===== config.mk =====
export PLATFORM = sky130hd
export DESIGN_NAME = add_unit
export DESIGN_NICKNAME = d
export VERILOG_FILES = /design/src/rtl/add_unit.sv
export SDC_FILE = /design/constraint.sdc
export NUM_CORES = 1
export LEC_CHECK = 0
export CORE_AREA = 2 2 39 41
export CTS_CLUSTER_SIZE = 28
export DETAILED_ROUTE_END_ITERATION = 7
export DIE_AREA = 0 0 41 43
export PLACE_DENSITY = 0.61
export SLEW_MARGIN = 20
export SYNTH_ARGS = -nofsm -noshare
export SYNTH_HDL_FRONTEND = slang
export SYNTH_SLANG_ARGS = --single-unit

===== constraint.sdc =====
create_clock -name clk -period 3.5 [get_ports clk]
set_input_delay 1.05 -clock clk [delete_from_list [all_inputs] [get_ports clk]]
set_output_delay 1.05 -clock clk [all_outputs]
set_load 0.03 [all_outputs]

===== src/rtl/add_unit.sv =====
// Unsigned WIDTH-bit adder with a combinational sum and a valid-qualified shift pipeline.
// Optional accumulator on the registered path is built when ADD_UNIT_ACCUM_EN is defined.
module add_unit #(
    parameter int unsigned WIDTH       = 4,
    parameter int unsigned PIPE_STAGES = 1
) (
    input  logic             clk,
    input  logic             rst_n,
    input  logic [WIDTH-1:0] a,
    input  logic [WIDTH-1:0] b,
    input  logic             in_valid,
`ifdef ADD_UNIT_ACCUM_EN
    input  logic             acc_clr,
    output logic [WIDTH+7:0] acc,
`endif
    output logic [WIDTH:0]   sum,
    output logic [WIDTH:0]   sum_q,
    output logic             out_valid,
    output logic             ovf_s
);

    logic [PIPE_STAGES-1:0][WIDTH:0] sum_pipe_d, sum_pipe_q;
    logic [PIPE_STAGES-1:0]          valid_d, valid_q;
    logic [PIPE_STAGES-1:0]          ovf_d, ovf_q;
    logic                            ovf_c;

    always_comb begin
        sum   = {1'b0, a} + {1'b0, b};
        // Signed overflow: like-signed operands yielding a result of the other sign.
        ovf_c = (a[WIDTH-1] == b[WIDTH-1]) && (sum[WIDTH-1] != a[WIDTH-1]);
    end

    always_comb begin
        sum_pipe_d    = sum_pipe_q;
        valid_d       = valid_q;
        ovf_d         = ovf_q;
        sum_pipe_d[0] = sum;
        valid_d[0]    = in_valid;
        ovf_d[0]      = ovf_c;
        for (int i = 1; i < int'(PIPE_STAGES); i++) begin
            sum_pipe_d[i] = sum_pipe_q[i-1];
            valid_d[i]    = valid_q[i-1];
            ovf_d[i]      = ovf_q[i-1];
        end
    end

    always_ff @(posedge clk or negedge rst_n) begin
        if (!rst_n) begin
            sum_pipe_q <= '0;
            valid_q    <= '0;
            ovf_q      <= '0;
        end else begin
            sum_pipe_q <= sum_pipe_d;
            valid_q    <= valid_d;
            ovf_q      <= ovf_d;
        end
    end

    assign sum_q     = sum_pipe_q[PIPE_STAGES-1];
    assign out_valid = valid_q[PIPE_STAGES-1];
    assign ovf_s     = ovf_q[PIPE_STAGES-1];

`ifdef ADD_UNIT_ACCUM_EN
    logic [WIDTH+7:0] acc_d, acc_q;

    always_comb begin
        acc_d = acc_q;
        if (acc_clr) begin
            acc_d = '0;
        end else if (out_valid) begin
            acc_d = acc_q + {7'b0, sum_q};
        end
    end

    always_ff @(posedge clk or negedge rst_n) begin
        if (!rst_n) begin
            acc_q <= '0;
        end else begin
            acc_q <= acc_d;
        end
    end

    assign acc = acc_q;
`endif

endmodule


run_1/cell_classes.png
Scale: 8 px per um. Fill, decap, tap and diode cells in grey.
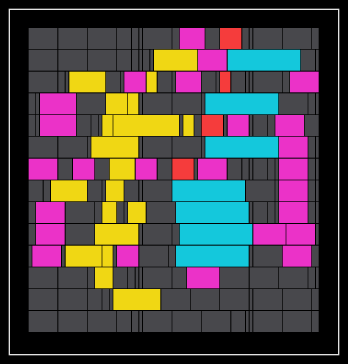
flops -> cyan  # cells 7, share of their area 28%
all other logic -> yellow  # cells 19, share of their area 29%
clock drivers and dummy loads -> red  # cells 4, share of their area 4.2%
other buffers and delay cells -> magenta  # cells 25, share of their area 39%
placeable core region: 1380 um2
final cell area excluding filler cells: 646 um2
Seq area share: 0.271

run_1/clock_map.png
Scale: 12 px per um.
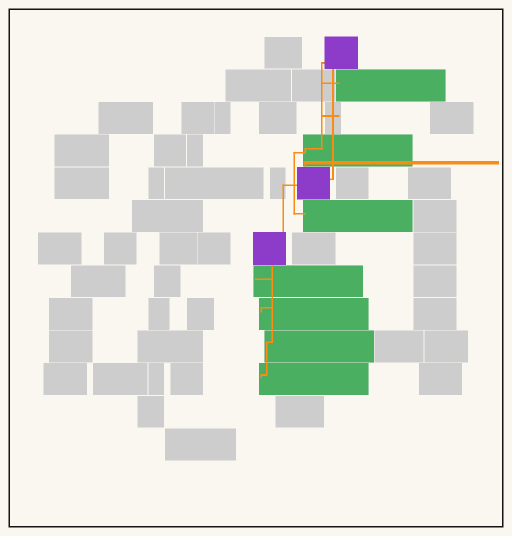
cells driving clock nets -> purple  # count 3
clock wires -> orange  # length 72.0 um
flip-flops -> green  # count 7
routed clock nets = 4

run_1/port_nets.png
Scale: 8 px per um.
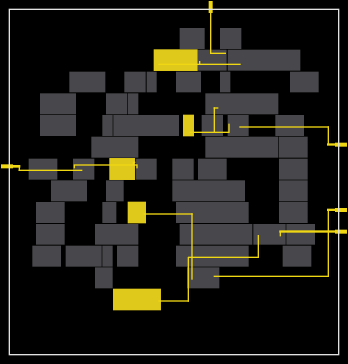
`sum` -> yellow  # bits 5, direction output, end cells 5, buffers 5, wire 124 um
Ports: 23
Buffers on Ports: 22

==> results.env, run 1 <==
TOTAL_NUMBER_OF_VIAS=282
COUNT_OF_TRITONROUTE_ITERATIONS_IN_THE_FIRST_ROUTING_PASS=2
WORST_PIN_SLEW_PS=304
DIE_H_UM=43
SYNTH.CELLMIX.COMPOUNDSHARE=0.0836
CLOCK_TREE_FROM_TRITONCTS='built'
SYNTHDOMINANTAREACELLTYPE='dfrtp_1'
CTS_HOLD_BUF=0
ROUTED_VIA_DENSITY=3.97
FINAL-MAX-SLEW-VIOLATION-COUNT=0
WORSTSETUPENDPOINTTYPE='output pin'
WL_PER_CELL_UM=8.39
GRT_START_MAX_NET_PINS=8
YOSYS.STAT.CHIPAREA_UM2=344
FINAL_ANTENNA_NET_COUNT=0
AREA_LEADERS='dfrtp_1 51%, ha_1 15%, fa_1 5.8%'
CTS.SINK_COUNT=7
CTS-BUFFERS-INSERTED=3
FINAL-SETUP-VIOL-COUNT=0
YOSYS-STAT-CELLS=26
FINAL_COMMON_CELL='clkdlybuf4s50_1'
TOTAL_NUMBER_OF_WARNINGS_ACROSS_THE_STAGE_LOGS=27
SETUP_REPAIR_AFTER_GLOBAL_ROUTING_MISSED_ITS_MARGIN='no'
STATUS='finished, final reports clean'
PLACE_AREA_UM2=597
ASYNC_FLOP_SHARE=1.00
DP_HPWL_UM=538
ENABLE_FLOP_CELLS=0
TOTAL_SWITCHING_POWER_uW=93.1
TIMING.FMAX_MHz=296
WORST-PATH-BUF-INV=2
GRT_OVERFLOW_TOTAL=0
GRTUSAGEMET1=0.0984
FP.DIEAREA_UM2=1760
NUM-FILL-CELLS=143
GR-MAX-USAGE-LAYER='met2'
CRITICAL_PATH_REQUIRED_PS=2450
CP_SLOWEST_STAGE_DELAY_PS=400
POST_SYNTH_XOR_AREA_FRACTION=0.0509
run 1: power groups by stage:
stage	logic (uW)	clock network, uW	registers, uW
4_1_cts	127	70.8	94.0
5_1_grt	136	77.2	94.7
3_5_place_dp	121	0	95.3
2_1_floorplan	42.5	0	118
3_3_place_gp	120	0	95.0
6_report	125	67.8	93.8
run 1: final timing paths:
kind,depth (start not counted),slack (ps),startpoint,end
hold / removal,1,1060,rst_n,sum_q[1]$_DFF_PN0_
setup / recovery,6,120,a[2],sum[4]
max in group asynchronous,1,2220,rst_n,sum_q[3]$_DFF_PN0_
min in group clk,2,1190,a[0],sum_q[0]$_DFF_PN0_
run 1: routing by layer:
layer,up-vias,part of all wire,routed length [um]
li1,140,-,-
met1,122,0.42,253
met2,20,0.44,261
met3,0,0.14,81
met4,0,0,0
met5,-,0,0
run 1: layout make-up:
type / count / area, um2 / area share
Inverter: 4 / 15.0 / 0.0233
Tap cell: 16 / 20.0 / 0.0310
Clock buffer: 4 / 26.3 / 0.0407
Sequential cell: 7 / 175 / 0.271
Timing Repair Buffer: 25 / 243 / 0.376
Multi-Input combinational cell: 15 / 166 / 0.258
run 1: sequential cells by signal, summed over array words and instances (netlist names):
signal and count:
sum_q 5, ovf_s 1, out_valid 1
run 1: stage by stage:
stage	hold slack, ps	total power (uW)	TNS [ps]	worst slack [ps]	cells
floorplan	754	160	0	253	26
global placement	1320	215	-337	-156	67
detailed placement	1320	216	-273	-135	67
CTS	1060	292	-1.41	-1.41	71
global route	1070	308	0	21.6	71
finish	1060	286	0	118	71
run 1: timing repair:
| action | 4_1_cts | 5_1_grt |
|---|---|---|
| setup buffers | 0 | 0 |
| setup endpoints to repair | 3 | 2 |
| gates resized | 10 | 2 |
| pin swaps | 4 | 4 |
==> run 2: changes to the inputs <==
--- a/config.mk
+++ b/config.mk
@@ -9,6 +9,7 @@
 export CTS_CLUSTER_SIZE = 28
 export DETAILED_ROUTE_END_ITERATION = 7
 export DIE_AREA = 0 0 41 43
+export HOLD_SLACK_MARGIN = 0.03
 export PLACE_DENSITY = 0.61
 export SLEW_MARGIN = 20
 export SYNTH_ARGS = -nofsm -noshare
run_2/clock_map.png
Scale: 12 px per um.
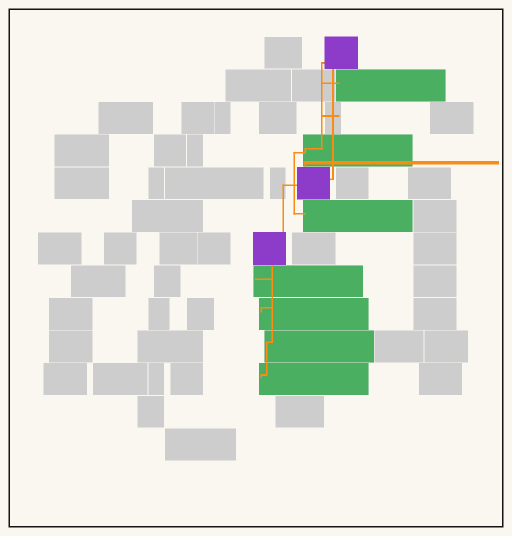
clock wires -> orange  # length 72.0 um
flip-flops -> green  # count 7
cells driving clock nets -> purple  # count 3
routed clock nets = 4

==> run 2 against run 1 <==
  * Routed wire length did not move
  * Power did not move
  * Clock power about the same
  * Largest power group unchanged
==> results.env, run 2 <==
COMB-POWER_uW=125  # about the same
CTS_HOLD_BUF=0  # unchanged
ASYNC_FLOP_SHARE=1.00  # unchanged
CTS-BUFFERS-INSERTED=3  # unchanged
GRT_START_MAX_NET_PINS=8  # unchanged
FINAL_COMMON_CELL='clkdlybuf4s50_1'
POST-PLACE-WS_PS=-135  # unchanged
FP.DIEAREA_UM2=1760  # unchanged
STATUS='finished, final reports clean'
FLOP_AREA_UM2=175  # unchanged
AREA_LEADERS='dfrtp_1 51%, ha_1 15%, fa_1 5.8%'
FLIP_FLOP_COUNT_OF_THE_LARGEST_REGISTER_AFTER_LAYOUT=5  # unchanged
DPL.CELL_COUNT=67  # unchanged
TIMING.FMAX_MHz=296  # unchanged
TOTAL_NUMBER_OF_VIAS=282  # unchanged
POSTCTSSETUPBUFFERS=0  # unchanged
FINAL-SETUP-VIOL-COUNT=0  # unchanged
CLOCK_TREE_FROM_TRITONCTS='built'
COREAREA_UM2=1380  # unchanged
WORST-PATH-BUF-INV=2  # unchanged
YOSYS-STAT-CELLS=26  # unchanged
CP_SLOWEST_STAGE_DELAY_PS=400  # about the same
SYNTHDOMINANTAREACELLTYPE='dfrtp_1'
TOTAL_NUMBER_OF_WARNINGS_ACROSS_THE_STAGE_LOGS=27  # unchanged
PORT_BUFFERS=22  # unchanged
FINAL-MAX-SLEW-VIOLATION-COUNT=0  # unchanged
CTS.SINK_COUNT=7  # unchanged
SETUP_REPAIR_AFTER_GLOBAL_ROUTING_MISSED_ITS_MARGIN='no'
WL_PER_CELL_UM=8.39  # unchanged
ROUTED_VIA_DENSITY=3.97  # unchanged
GRT_OVERFLOW_TOTAL=0  # unchanged
FINAL_ANTENNA_NET_COUNT=0  # unchanged
SEQ-POWER_uW=93.8  # about the same
ENABLE_FLOP_CELLS=0  # unchanged
CRITICAL_PATH_REQUIRED_PS=2450  # about the same
DP_HPWL_UM=538  # unchanged
CLOCK_NET_POWER_uW=67.8  # about the same
NUM-FILL-CELLS=143  # unchanged
PIN_COUNT=23  # unchanged
POWER-TOP-GROUP='combinational cells'
YOSYS.STAT.CHIPAREA_UM2=344  # unchanged
FINISH.CELL_COUNT_WITHOUT_FILLERS=71  # unchanged
TOTAL_SWITCHING_POWER_uW=93.1  # unchanged
WORST_PIN_SLEW_PS=304  # unchanged
run_2/met2.png
Scale: 12 px per um. Cells faint in the background.
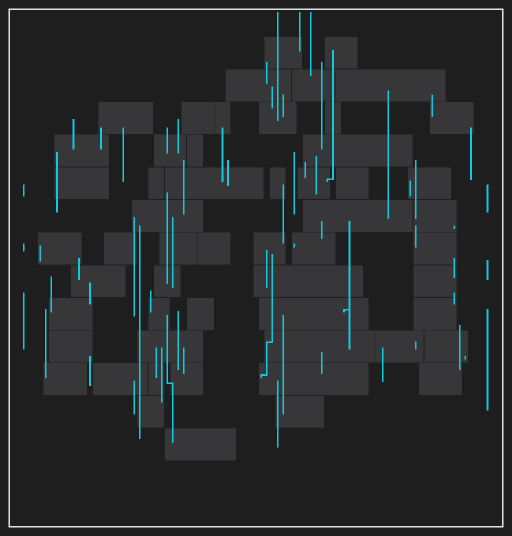
nets with wire on the layer = 60
wire length on this layer = 262 um
main direction = vertical
share of all routed wire = 44%

-- run 2: cell counts in the layout (fill, tap and decap cells not counted) --
No cell type changed its count.
-- run 2: how the worst max path moves through the flow --
stage	from	to	cells after the start
2_1_floorplan	a[0]	sum[2]	4
3_3_place_gp	a[0]	sum[4]	8
3_5_place_dp	a[0]	sum[4]	8
4_1_cts	a[1]	sum[3]	6
5_1_grt	a[2]	sum[4]	6
6_report	a[2]	sum[4]	6
-- run 2: per-layer routing --
metal | vias to the layer above | share of wire | track usage
met4 | 0 | 0 | 0.0400
met1 | 122 | 0.42 | 0.0984
met3 | 0 | 0.14 | 0.0209
li1 | 140 | - | -
met5 | - | 0 | 0
met2 | 20 | 0.44 | 0.128
-- run 2: area by class of cell --
| class | instances | area share |
|---|---|---|
| repair buffers | 25 | 0.376 |
| flip-flops and latches | 7 | 0.271 |
| multi-input cells | 15 | 0.258 |
| clock buffers | 4 | 0.0407 |
| well taps | 16 | 0.0310 |
| inverters | 4 | 0.0233 |
-- run 2: logic make-up after synthesis --
group,Yosys count,share of synthesized area
AND-OR/OR-AND,3,0.0836
XOR/XNOR,2,0.0509
adder cells (fa/ha/maj),5,0.204
buffers and inverters,4,0.0436
flip-flops,7,0.509
multiplexers,1,0.0436
AND/OR/NAND/NOR,4,0.0654
-- run 2: repair_timing --
item	4_1_cts	5_1_grt
setup endpoints to repair	3	2
hold endpoints to repair	0	0
pin swaps	4	4
gates resized	10	2
-- run 2: through the flow --
stage          TNS [ps]  power, uW   util  instance area (um2)
6_report              0        286  0.467                  646
3_5_place_dp       -273        216  0.431                  597
4_1_cts           -1.41        292  0.463                  641
2_1_floorplan         0        160      -                  344
3_3_place_gp       -337        215  0.431                  597
5_1_grt               0        308  0.467                  646
Power figures rest on the tool's default switching activity, not on a simulated workload.
